==> src/rtl/xswitch_in_arbiter.sv <==
// xswitch_in_arbiter
// Shares the single xswitch input port among NUM_REQ requesters. Arbitration
// is round-robin, and a grant is held for at most MAX_BURST beats. The
// selected beat is registered into a one-entry output stage that drives the
// switch. A sticky error flags a switch that stalls the port for too long.
//
// Ports
//   clk        rising-edge clock
//   reset      asynchronous, active-low reset
//   req_valid  per-requester beat valid
//   req_data   per-requester data lanes, lane i = [i*DATA_W +: DATA_W]
//   req_addr   per-requester address lanes, lane i = [i*ADDR_W +: ADDR_W]
//   req_ready  one-hot (or zero) accept, combinational from rcv_rdy
//   valid_in   output stage holds a beat for the switch
//   data_in    beat data to the switch
//   addr_in    beat address to the switch
//   rcv_rdy    switch takes the beat when valid_in && rcv_rdy
//   grant_id   current grant, or the last winner while idle
//   busy       serving a grant, or the output stage is occupied
//   stall_err  sticky: switch stalled the port for STALL_MAX cycles
//
// state | meaning
// ------+--------------------------------------------------------------
// IDLE  | no grant; pick the next requester round-robin from ptr
// SERVE | grant_id owns the port; beats pass while the stage can load

module xswitch_in_arbiter #(
    parameter int NUM_REQ   = 4,
    parameter int DATA_W    = 8,
    parameter int ADDR_W    = 4,
    parameter int MAX_BURST = 4,
    parameter int STALL_MAX = 64,
    localparam int GW = $clog2(NUM_REQ)
) (
    input  logic                       clk,
    input  logic                       reset,
    input  logic [NUM_REQ-1:0]         req_valid,
    input  logic [NUM_REQ*DATA_W-1:0]  req_data,
    input  logic [NUM_REQ*ADDR_W-1:0]  req_addr,
    output logic [NUM_REQ-1:0]         req_ready,
    output logic                       valid_in,
    output logic [DATA_W-1:0]          data_in,
    output logic [ADDR_W-1:0]          addr_in,
    input  logic                       rcv_rdy,
    output logic [GW-1:0]              grant_id,
    output logic                       busy,
    output logic                       stall_err
);

    localparam int BW = (MAX_BURST > 1) ? $clog2(MAX_BURST) : 1;
    localparam int SW = $clog2(STALL_MAX + 1);

    typedef enum logic {IDLE, SERVE} state_t;

    state_t            state;
    logic [GW-1:0]     ptr;
    logic [BW-1:0]     beat_cnt;
    logic [SW-1:0]     stall_cnt;

    logic              load_en;
    logic              serving;
    logic              accept;
    logic              last_beat;
    logic              stalled;
    logic [GW-1:0]     next_ptr;
    logic [GW-1:0]     winner;
    logic              found;
    int                search_idx;
    logic [DATA_W-1:0] sel_data;
    logic [ADDR_W-1:0] sel_addr;

    // The stage can take a new beat when it is empty or is being emptied
    // this cycle.
    assign load_en   = !valid_in || rcv_rdy;
    assign serving   = (state == SERVE);
    assign accept    = serving && load_en && req_valid[grant_id];
    assign last_beat = (beat_cnt == BW'(MAX_BURST - 1));
    assign stalled   = valid_in && !rcv_rdy;
    assign next_ptr  = (grant_id == GW'(NUM_REQ - 1)) ? '0 : grant_id + 1'b1;
    assign busy      = serving || valid_in;

    always_comb begin
        req_ready = '0;
        if (serving && load_en) begin
            req_ready[grant_id] = 1'b1;
        end
    end

    always_comb begin
        sel_data = '0;
        sel_addr = '0;
        for (int i = 0; i < NUM_REQ; i++) begin
            if (GW'(i) == grant_id) begin
                sel_data = req_data[i*DATA_W +: DATA_W];
                sel_addr = req_addr[i*ADDR_W +: ADDR_W];
            end
        end
    end

    // First valid requester at or after ptr, wrapping modulo NUM_REQ.
    always_comb begin
        winner     = '0;
        found      = 1'b0;
        search_idx = 0;
        for (int k = 0; k < NUM_REQ; k++) begin
            search_idx = int'(ptr) + k;
            if (search_idx >= NUM_REQ) begin
                search_idx = search_idx - NUM_REQ;
            end
            if (!found && req_valid[search_idx]) begin
                found  = 1'b1;
                winner = GW'(search_idx);
            end
        end
    end

    always_ff @(posedge clk or negedge reset) begin
        if (!reset) begin
            state    <= IDLE;
            grant_id <= '0;
            ptr      <= '0;
            beat_cnt <= '0;
        end else begin
            case (state)
                IDLE: begin
                    if (found) begin
                        grant_id <= winner;
                        beat_cnt <= '0;
                        state    <= SERVE;
                    end
                end
                SERVE: begin
                    if (accept) begin
                        if (last_beat) begin
                            ptr   <= next_ptr;
                            state <= IDLE;
                        end else begin
                            beat_cnt <= beat_cnt + 1'b1;
                        end
                    end else if (load_en) begin
                        // accept is false with load_en high only when the
                        // owner has dropped req_valid: give up the grant.
                        ptr   <= next_ptr;
                        state <= IDLE;
                    end
                end
                default: state <= IDLE;
            endcase
        end
    end

    // One-entry output stage. Data holds while the switch stalls; when the
    // stage drains with nothing new accepted it simply goes empty.
    always_ff @(posedge clk or negedge reset) begin
        if (!reset) begin
            valid_in <= 1'b0;
            data_in  <= '0;
            addr_in  <= '0;
        end else if (load_en) begin
            if (accept) begin
                valid_in <= 1'b1;
                data_in  <= sel_data;
                addr_in  <= sel_addr;
            end else begin
                valid_in <= 1'b0;
            end
        end
    end

    // stall_err rises on the same edge at which the count reaches STALL_MAX.
    always_ff @(posedge clk or negedge reset) begin
        if (!reset) begin
            stall_cnt <= '0;
            stall_err <= 1'b0;
        end else if (stalled) begin
            if (stall_cnt != SW'(STALL_MAX)) begin
                stall_cnt <= stall_cnt + 1'b1;
            end
            if (stall_cnt >= SW'(STALL_MAX - 1)) begin
                stall_err <= 1'b1;
            end
        end else begin
            stall_cnt <= '0;
        end
    end

endmodule

==> config.mk <==
export PLATFORM = sky130hd
export DESIGN_NAME = xswitch_in_arbiter
export DESIGN_NICKNAME = d
export VERILOG_FILES = /design/src/rtl/xswitch_in_arbiter.sv
export SDC_FILE = /design/constraint.sdc
export NUM_CORES = 1
export LEC_CHECK = 0
export CAP_MARGIN = 0
export CORE_MARGIN = 3
export CORE_UTILIZATION = 35
export CTS_BUF_LIST = sky130_fd_sc_hd__clkbuf_8
export CTS_CLUSTER_SIZE = 28
export DETAILED_ROUTE_END_ITERATION = 16
export GPL_TIMING_DRIVEN = 0
export PLACE_DENSITY = 0.72
export SLEW_MARGIN = 20
export SYNTH_ARGS = -nofsm -noshare
export SYNTH_HDL_FRONTEND = slang
export SYNTH_SLANG_ARGS = --single-unit
==> constraint.sdc <==
create_clock -name clk -period 2.6 [get_ports clk]
set_clock_uncertainty 0.2 [all_clocks]
set_input_delay 0.26 -clock clk [delete_from_list [all_inputs] [get_ports clk]]
set_output_delay 0.26 -clock clk [all_outputs]
set_load 0.02 [all_outputs]
**Run 1: register map, names as in the netlist**

Other sequential cells in the stronger gray, the rest of the logic in the fainter gray.
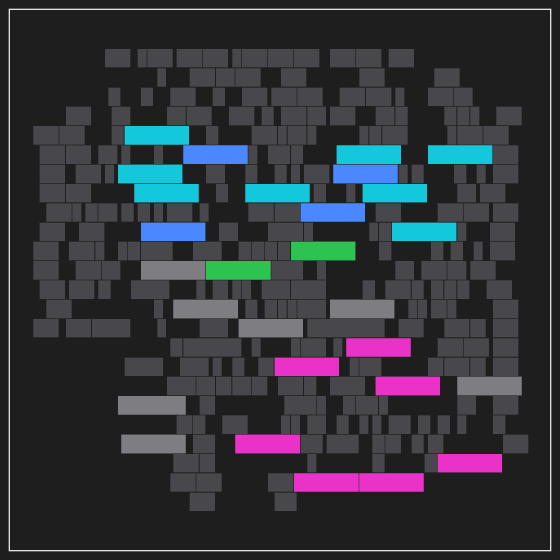
Magenta stands for stall_cnt, placed flops 7. Green stands for beat_cnt, placed flops 2. Cyan stands for data_in, placed flops 8. Blue stands for addr_in, placed flops 4.

**Run 1: the clock network**

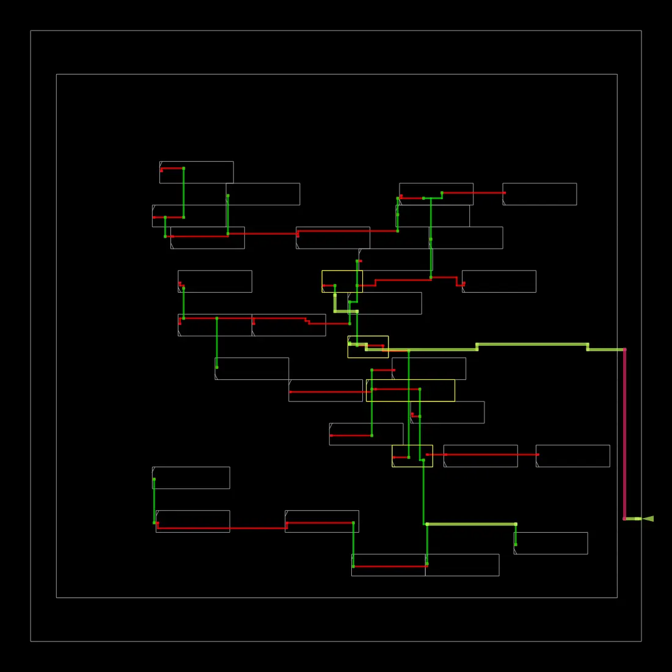
Worst-Skew Late Latency: 0.28 ns
CTS sink cnt: 28
clk pwr: 346 uW
clock buffers: 3
registers: 28

**Run 1: clock wires, drivers and flops**

The bar under the picture is 20 um long.
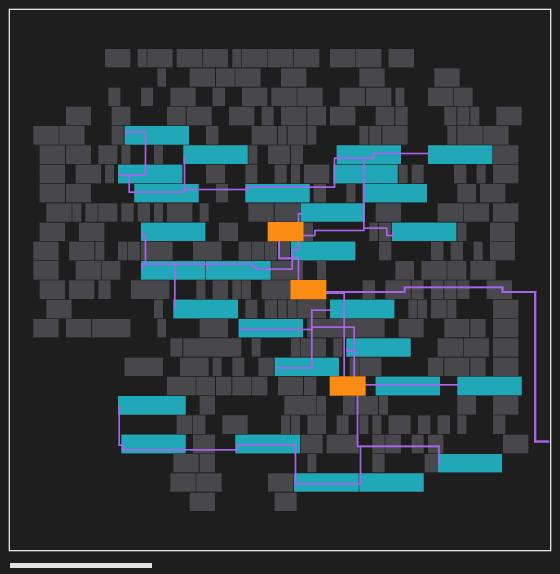
Purple stands for clock wires, length 361 um. Cyan stands for flip-flops, count 28. Orange stands for clock drivers, count 3.
There are 4 routed clock nets.

**Run 1: gate-type map**

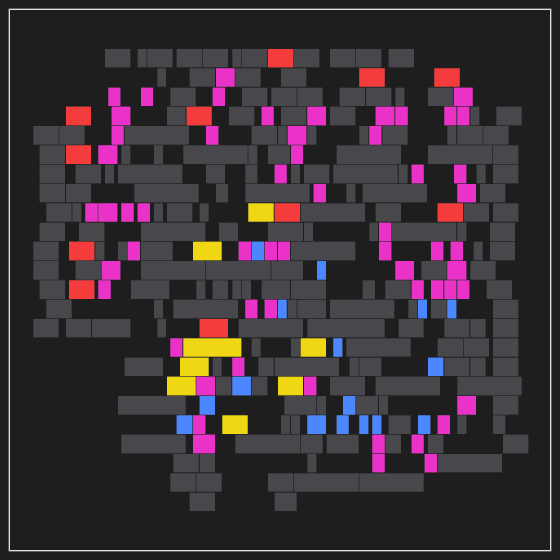
Red stands for AND-OR and OR-AND gates, cells 11. Magenta stands for inverting AOI/OAI gates, cells 57. Blue stands for NAND gates, cells 16. Yellow stands for multiplexers, cells 8.

## run 1: layer usage
metal	GRT usage	vias up
met2	0.2899	59
met5	0	-
met4	0.04167	0
met3	0.03428	4
met1	0.2526	802
li1	-	851
## run 1: area by class of cell
class,instances,area [um^2]
buffer,11,63.81
clock buffer,3,41.29
clock inverter,1,30.03
fill,441,1921
inverter,18,67.56
multi-input combinational,136,903.4
sequential,28,701.9
tap,65,81.33
timing repair buffer,76,754.5
## run 1: cell families after synthesis
family                     share of synthesized area
AOI/OAI and AO/OA                             0.2527
xor gates and xnor gates                     0.01525
adders and majority gates                    0.05083
buffers and inverters                        0.07335
DFF                                           0.4067
muxes                                        0.05592
and+or+nand+nor                               0.1452
==> Changelog: implementation, run 1 <==
### Metrics

- Status: finished, final reports clean
- Max FFs per register: 8
- # Cells Yosys: roughly 200
- Pre-antenna DRT Iters: 4
- Area growth, synth to finish: 53.45%
- Total GRT Usage: 0.1806
- FP Rows: 24
- Post-Synthesis Cells: around 200
- 1st-iter DRT viols: approximately 110
- M1 wire length: 2504 um
- Number of synthesized flops with an enable pin: 0
- DR WL met2: between 2000 and 2500 um
- Hold path start: stall_err
- WL final: between 5000 and 6000 um
- F_max: ~0.39 GHz
- Worst Setup EP: req_ready[2]
- Sequential power: roughly 750 uW
- WP depth: 5
- Final Max Slew Viols: 0
- Post-CTS Setup Inserts: 0
- I/O pin count: ~76
- Initial Util: 0.3775
- Rel. slew slack: 0.5720
- Worst path top cell family by delay: buffers and inverters
- GP Congestion: ~0.74
- Worst Path Arrival: 2.09 ns
- Critical path cell sequence: inv_1 -> ha_2 -> buf_4 -> and3_1 -> clkdlybuf4s50_1
- Worst R2R Start: grant_id[1]
- CTS max path bufs: 2
- Worst path slowest cell: clkdlybuf4s50_1
- Routed wl met3: roughly 250 um
- Setup ws final: between 0.04 and 0.05 ns
- Clk slew on worst S/H paths: around 0.09 ns
- Vias in the first global route: about 1,800
- Final ANT Viol Nets: 0
- Flop pwr share: 0.263
- Setup_tns: 0 ns
- Chip area: around 5800 um^2
- Hold depth: 1
- Max Cap Viol: 0
- CP startpoint kind: register
- Worst slack at placement: -0.1760 ns
- Reg-to-reg setup timing slack: 0.41 ns
- Largest net degree at the start of global routing: 29
- R2R depth: 7
- Worst Hold Path EP: stall_err
- Ant diodes: 0
- Overall power: 2832 uW
- Hold WS: approximately 0.28 ns
- Die Y: approximately 76 um
- Synth warn: 0
- P_comb: ~1700 uW
- Total CTS buffers: 3
- Share of post-route cells with drive strength above 1: 0.08425
- Core Util, Final: 0.5792
- Synth Register Bits: 28
- Cell count after placement: roughly 340
- VDD IR max: just under 0.0005 V
- Placed Area: 2550 um^2
- Setup crit start: grant_id[0]
- DR WL/cell: 15.23 um
- Top cell excl fill/tap: clkdlybuf4s50_1
- Initial antenna violation count: 0
- Top sig layer: met4
- Power per cell area: 1071 nW/um^2
- P_int: ~1600 uW
- CP Data Required Time: ~2.1 ns
- GRT overflow: 0
- Via-to-Cell Ratio: 5.077
- Buf+Inv Stages, Crit Path: 3
- I/O Buffers: 75
- Top cells excl fill/tap: clkdlybuf4s50_1, a21oi_1, dfrtp_1
- Vias: 1,716
- Non-Filler Instances: between 300 and 400
- Largest Register: data_in
- Critical path class: reg2out
- Root Driver: clkbuf_8
- Tool warnings: 31
- Post-cts sizing count: 12
- Setup crit end kind: primary output
- Global-route wire length before repair: approximately 8600 um
- Area leader share: 0.4067
- Post-route cell area: 2644 um^2
- Final setup fails: 0
**Run 1: cell sizes after repair**

The bar under the picture is 20 um long.
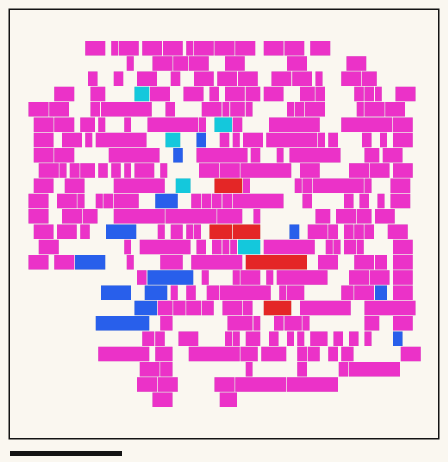

--- run 2 (diff from run 1) ---
CORE_UTILIZATION = 39   (was 35)
PLACE_DENSITY = 0.81   (was 0.72)
clock period = 2.2 ns   (was 2.6 ns; I/O delays follow)
**Run 2: cell sizes after repair**

The bar under the picture is 20 um long.
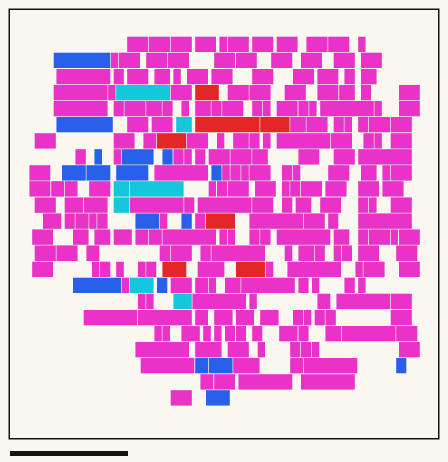
Cyan stands for _3 and _4 cells, cells 7, share 2.5%. Red stands for _6 and larger, cells 7, share 2.5%. Blue stands for _2 cells, cells 17, share 6.2%. Magenta stands for _0 and _1 cells, cells 244, share 89%.

**Run 2: clock wires, drivers and flops**

The bar under the picture is 20 um long.
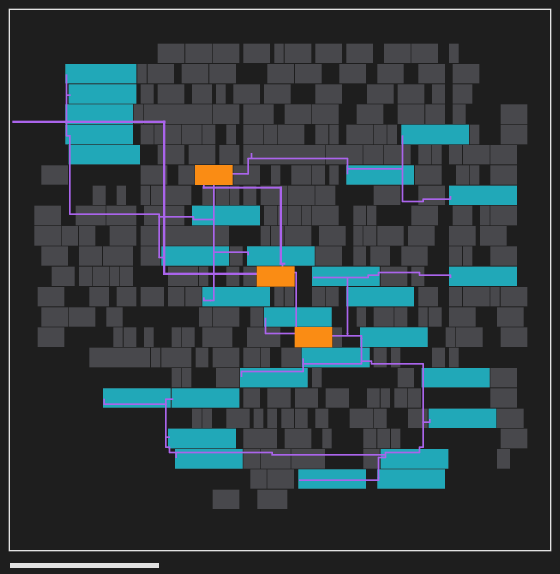
Orange stands for clock drivers, count 3. Cyan stands for flip-flops, count 28. Purple stands for clock wires, length 363 um.
There are 4 routed clock nets. Position of the flops: spread over the die.

**Run 2: register map, names as in the netlist**

Other sequential cells in the stronger gray, the rest of the logic in the fainter gray.
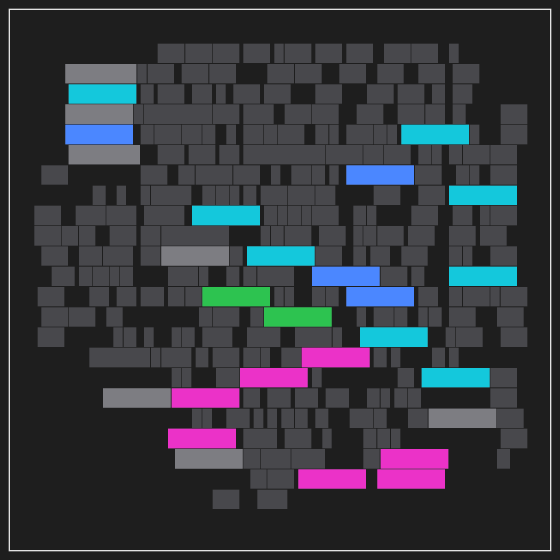
Green stands for beat_cnt, placed flops 2. Blue stands for addr_in, placed flops 4. Cyan stands for data_in, placed flops 8. Magenta stands for stall_cnt, placed flops 7.

==> run 2 against run 1 <==
  * Power increased by 21%
  * Hold slack gained 0.0022 ns
  * Routed wire length up 2.2%
  * First-iteration DRC count rose by 21%
  * Non-clock buffer count increased by 2
  * Largest power group unchanged
==> Changelog: implementation, run 2 <==
### Metrics

- CTS max path bufs: 2 (unchanged)
- Register area: 703.2 um^2 (+0.18%)
- Largest net degree at the start of global routing: 29 (unchanged)
- CP startpoint kind: register
- WP depth: 4 (-1)
- 1st-iter DRT viols: 131 (+21%)
- Vias: 1,772 (+3.3%)
- Top cells excl fill/tap: clkdlybuf4s50_1, a21oi_1, dfrtp_1
- Worst-Skew Late Latency: 0.28 ns (about the same)
- Reg-to-reg setup timing slack: 0.08 ns (-0.33 ns)
- Clk slew on worst S/H paths: 0.10 ns (about the same)
- Post-CTS Setup Inserts: 2 (+2)
- Top non-seq family: AND-OR/OR-AND gates
- Tool warnings: 30 (-3.2%)
- Post-cts sizing count: 22 (+10)
- Root Driver: clkbuf_8
- Post-route cell area: 2675 um^2 (+1.2%)
- Synth Register Bits: 28 (unchanged)
- Worst R2R Start: grant_id[0]
- GRT overflow: 0 (unchanged)
- Via-to-Cell Ratio: 5.452 (+7.4%)
- Primary FF master, synth: dfrtp_1
- Worst Setup EP: ptr[1]
- Main area contributors: dfrtp_1, a21oi_1, a221o_1
- GR peak layer: met2
- Vias in the first global route: 1,790 (-0.39%)
- DR WL/cell: 16.19 um (+6.3%)
- Pre-antenna DRT Iters: 4 (unchanged)
- GR Util met2: 0.3357 (+0.04580)
- Yosys stat area: about 1700 um^2
- Async SR Flop Fraction: 1.000
- Top cell excl fill/tap: clkdlybuf4s50_1
- RSZ-0062 raised after global routing: false
- Initial antenna violation count: 0 (unchanged)
- Worst path top cell family by delay: multiplexers
- CP Max Fanout: 4
- I/O pin count: 76 (unchanged)
- Share of post-route cells with drive strength above 1: 0.1127 (+0.02848)
- Leak pwr: between 0.001 and 0.0015 uW
- Total GRT Usage: 0.2023 (+0.02163)
- Hold WS: 0.2852 ns (+0.002247 ns)
- Floorplan Nets: roughly 260
- DRC Markers: 0
- I/O Buffers: 75 (unchanged)
- Final Max Slew Viols: 0 (unchanged)
- Routed wl met3: 284 um (+12%)
- Cell count after placement: 320 (-4.5%)
- # nets final: 338
- Chip area: 5251 um^2 (-9.5%)
- Count leader, synth: a21oi_1
- Rel. slew slack: 0.5686 (-0.003413)
- Crit path time final: 2.121 ns
- F_max: about 0.47 GHz
- Gate Area: 925.9 um^2 (+2.5%)
- Area leader share: 0.4067 (unchanged)
- VDD IR max: 0.0007393 V (+49%)
- Worst path max stage delay: roughly 0.52 ns
- Setup ws final: 0.07880 ns (+0.03361 ns)
- Placed Area: 2531 um^2 (-0.74%)
- Largest Register: data_in
- Synth cell types: 33
- AND-OR/OR-AND Cells, Area Fraction: 0.2527 (unchanged)
- GR Util met3: 0.03601 (+0.001732)
- Worst path slowest cell: mux4_2
- Core footprint: a little over 4000 um^2
- Non-Filler Instances: 325 (-3.8%)
- Yosys adder share: 0.05084 (unchanged)
- Layout fillers: 357 (-19%)
- Setup_tns: 0 ns (unchanged)
- Core Util, Final: 0.6455 (+0.06631)
- Final setup fails: 0 (unchanged)
- Synthesized area per cell: just under 9 um^2
- Synth warn: 0 (unchanged)
- Final ANT Viol Nets: 0 (unchanged)
- Global-route wire length before repair: 8431 um (-2.4%)
- DR WL met2: 2630 um (+12%)
- R2R depth: 4 (-3)
- Initial Util: 0.4158 (+0.03829)
- CTS sink cnt: 28 (unchanged)
- Simple share: 0.1452 (unchanged)
- Power per cell area: 1276 nW/um^2 (+19%)
- Mapped Area: ~1700 um^2
- Die Y: 72.47 um (-4.9%)
- Commonest cells post-synth: a21oi_1, dfrtp_1, nor2_1, inv_1, a22oi_1
- Setup crit start: grant_id[0]
- Number of synthesized flops with an enable pin: 0 (unchanged)
- Worst slack at placement: -0.4818 ns (-0.3058 ns)
- CTS tree: built
- Ant diodes: 0 (unchanged)
- Area growth, synth to finish: 55.27%
- Width of the die: 72.47 um
- Met1 Use GR: 0.2706 (+0.01801)
- Htree depth: 1
- Status: finished, final reports clean
- Top sig layer: met4
- R2r endpoint: ptr[1]
- Overall power: 3415 uW (+21%)
- M1 wire length: 2317 um (-7.5%)
- Worst Path Arrival: 2.09 ns (about the same)
- Max Cap Viol: 0 (unchanged)
- Post-Synthesis Cells: 195 (unchanged)
- Final period util: 0.9642
- Critical path class: reg2reg
- Least-Margin Pin Slew: roughly 0.64 ns
- FP Rows: 23 (-4.2%)
- Xor/xnor cell area share of the yosys netlist: 0.01525 (unchanged)
- Multiplexer share: 0.05592 (unchanged)
- DPL Wire Length: between 3000 and 4000 um
- GP Congestion: 0.8050 (+9.2%)
- Max FFs per register: 8 (unchanged)
- Total CTS buffers: 3 (unchanged)
- Setup crit end kind: register
- # Cells Yosys: 195 (unchanged)
- Seq/Total Area, Yosys: 0.4067
- WL final: 5263 um (+2.2%)
- Critical path cell sequence: buf_4 -> mux4_2 -> a21oi_1 -> mux2_2
- Synth area leader: dfrtp_1
- CP Data Required Time: 2.17 ns (+0.03 ns)
- HP Class: in2async
- Buf+Inv Stages, Crit Path: 1 (-2)
- Post-CTS Hold Fix Bufs: 1
- Fin. Hold Viols: 0
- Top Registers: data_in x8, stall_cnt x7, addr_in x4
==> run 2: cell families (layout without fill, tap and decap cells) <==
logic type	after synthesis	in the layout
compound gates	68	68
xor+xnor	3	3
fa+ha+maj	7	7
buf+inv	31	111
flops	28	28
mux	8	8
simple gates	50	50
==> run 2: final cells by class <==
cell class / instances / share of cell area
Sequential cell: 28 / 0.2629
Clock buffer: 3 / 0.01543
Timing Repair Buffer: 78 / 0.2877
Tap cell: 50 / 0.02339
Inverter: 18 / 0.02526
Buffer: 11 / 0.02806
Clock inverter: 1 / 0.01123
Multi-Input combinational cell: 136 / 0.3461
==> run 2: power breakdown <==
group          internal, uW  switching [uW]
Clock                   244             169
Combinational          1030            1090
Sequential              720             161
**Run 2: the clock network**

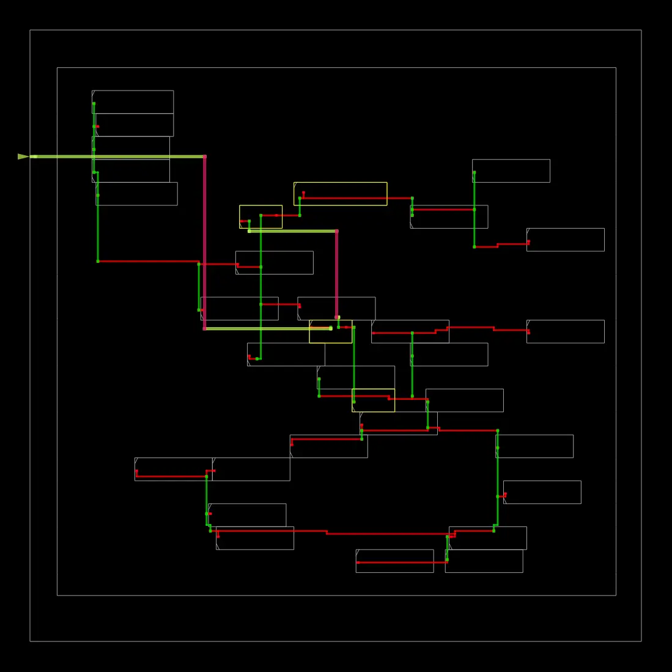

--- run 3 (diff from run 2) ---
CAP_MARGIN = unset   (was 0)
CORE_UTILIZATION = 38   (was 39)
CTS_BUF_LIST = unset   (was sky130_fd_sc_hd__clkbuf_8)
PLACE_DENSITY = 0.8   (was 0.81)
**Run 3: the clock network**

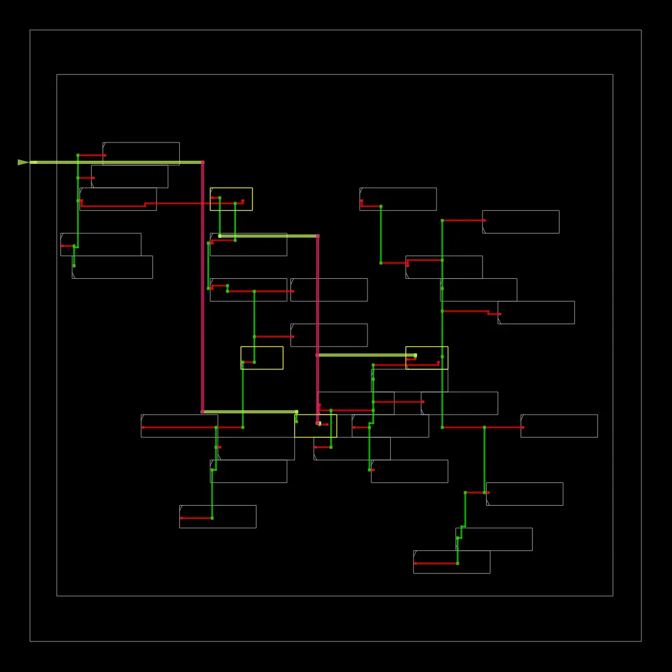
clk pwr: 322 uW
total CTS buffers: 3
clock buffers: 4

**Run 3: cell sizes after repair**

The bar under the picture is 20 um long.
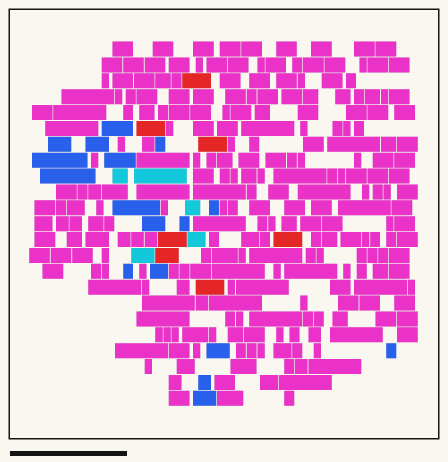
Magenta stands for _0 and _1 cells, cells 245, share 89%. Blue stands for _2 cells, cells 17, share 6.2%. Cyan stands for _3 and _4 cells, cells 5, share 1.8%. Red stands for _6 and larger, cells 7, share 2.6%.

**Run 3: gate-type map**

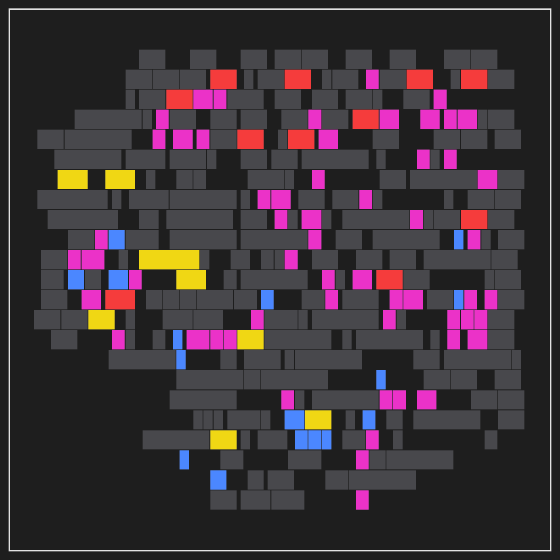
Yellow stands for multiplexers, cells 8. Blue stands for NAND gates, cells 16. Red stands for AND-OR and OR-AND gates, cells 11. Magenta stands for inverting AOI/OAI gates, cells 57.

==> run 3 against run 2 <==
  * Sequential power grew 0.5%
  * Area after synthesis is the same
  * Core utilization shrank 1.0 points
  * Die area grew 2.4%
  * Combinational power is essentially flat
  * Via count shrank 1.1%
  * Design area shrank 0.94%
  * Largest power group unchanged
==> Changelog: implementation, run 3 <==
### Metrics

- I/O Buffers: 75 (unchanged)
- Synth Register Bits: 28 (unchanged)
- Setup_tns: 0 ns (unchanged)
- Yosys stat area: 1723 um^2 (unchanged)
- Least-Margin Pin Slew: 0.6349 ns (-0.006286 ns)
- Reg-to-reg setup timing slack: 0.08 ns (about the same)
- Top cells excl fill/tap: clkdlybuf4s50_1, a21oi_1, dfrtp_1
- F_max: 0.4602 GHz (-2.4%)
- Total GRT Usage: 0.1899 (-0.01238)
- Tool warnings: 32 (+6.7%)
- Sw power: 1401 uW (-1.5%)
- Main area contributors: dfrtp_1, a21oi_1, a221o_1
- Gate Area: 917.1 um^2 (-0.95%)
- Cell count after placement: 320 (unchanged)
- Setup crit start: grant_id[1]
- GR Util met3: 0.03830 (+0.002293)
- Worst path top cell family by delay: buffers and inverters
- Width of the die: 73.34 um (+1.2%)
- Sw frac: 0.4251 (+0.008705)
- Final Max Slew Viols: 0 (unchanged)
- Synth area leader: dfrtp_1
- Post-route cell area: 2650 um^2 (-0.94%)
- Largest net degree at the start of global routing: 29 (unchanged)
- FP Rows: 23 (unchanged)
- GRT overflow: 0 (unchanged)
- Placed Area: 2531 um^2 (unchanged)
- Initial Util: 0.4129 (-0.002867)
- Vias in the first global route: 1,644 (-8.2%)
- CP Max Fanout: 10 (+6)
- Floorplan Nets: 257 (unchanged)
- P_comb: 2090 uW (about the same)
- CTS tree: built
- Top Registers: data_in x8, stall_cnt x7, addr_in x4
- Worst path max stage delay: 0.46 ns (-0.06 ns)
- Pwr top: combinational logic
- Critical path class: reg2out
- Primary FF master, synth: dfrtp_1
- I/O pin count: 76 (unchanged)
- Worst R2R Start: grant_id[0]
- Post-cts sizing count: 20 (-9.1%)
- Status: finished, final reports clean
- Crit path time final: 2.173 ns (+0.05156 ns)
- Worst path slowest cell: dfrtp_2
- GR Util met2: 0.3208 (-0.01494)
- Logic pwr share: 0.634 (+0.013)
- Setup crit end kind: primary output
- M1 wire length: 2215 um (-4.4%)
- P_int: 1894 uW (-4.9%)
- Non-Filler Instances: 324 (-0.31%)
- Register area: 703.2 um^2 (unchanged)
- Die Y: 73.34 um (+1.2%)
- RSZ-0062 raised after global routing: true
- Worst-Skew Late Latency: 0.28 ns (about the same)
- Htree depth: 1 (unchanged)
- CTS sink cnt: 28 (unchanged)
- HP Class: in2async
- Core footprint: 4173 um^2 (+0.69%)
- Synth cell types: 33 (unchanged)
- Synthesized area per cell: 8.835 um^2 (unchanged)
- Area leader share: 0.4067 (unchanged)
- Final period util: 0.9876 (+0.02344)
- 1st-iter DRT viols: 101 (-23%)
- Post-Synthesis Cells: 195 (unchanged)
- Setup ws final: 0.02724 ns (-0.05156 ns)
- Global-route wire length before repair: 7907 um (-6.2%)
- Commonest cells post-synth: a21oi_1, dfrtp_1, nor2_1, inv_1, a22oi_1
- Seq/Total Area, Yosys: 0.4067 (unchanged)
- GR peak layer: met2
- Clock network power share: 0.098 (-0.023)
- Sequential power: 885 uW (+0.5%)
- Layout fillers: 336 (-5.9%)
- CP Data Required Time: 1.78 ns (-0.39 ns)
- Post-CTS Setup Inserts: 0 (-2)
- Fin. Hold Viols: 0 (unchanged)
- Flop pwr share: 0.269 (+0.011)
- Rel. slew slack: 0.5768 (+0.008133)
- DR WL met2: 2514 um (-4.4%)
- WP depth: 5 (+1)
- DPL Wire Length: 3881 um (about the same)
- CP startpoint kind: register
- Area growth, synth to finish: 53.81%
- Max Cap Viol: 0 (unchanged)
- Synth warn: 0 (unchanged)
- Post-CTS Hold Fix Bufs: 1 (unchanged)
- Overall power: 3295 uW (-3.5%)
- Leak pwr: 0.001134 uW (-0.91%)
- Worst Path Arrival: 1.75 ns (-0.34 ns)
- Final setup fails: 0 (unchanged)
- Chip area: 5378 um^2 (+2.4%)
- GP Congestion: 0.8095 (+0.56%)
- Ant diodes: 0 (unchanged)
- Power per cell area: 1243 nW/um^2 (-2.6%)
-- run 3: cell counts after synthesis --
Identical to the previous run, type by type.
-- run 3: final cells by class --
cell class / instances / area share
multi-input cells: 136 / 0.3461
repair buffers: 77 / 0.2894
flip-flops and latches: 28 / 0.2653
plain buffers: 11 / 0.02927
inverters: 18 / 0.02550
well taps: 50 / 0.02361
clock buffers: 4 / 0.02077
-- run 3: logic make-up (layout without fill, tap and decap cells) --
group | after synthesis | count (layout) | synth area share
buffers and inverters | 31 | 110 | 0.07335
DFF | 28 | 28 | 0.4067
adders and majority gates | 7 | 7 | 0.05083
xor gates and xnor gates | 3 | 3 | 0.01525
muxes | 8 | 8 | 0.05592
and+or+nand+nor | 50 | 50 | 0.1452
AOI/OAI and AO/OA | 68 | 68 | 0.2527
No activity file was given, so power comes from the tool's default toggle rates.
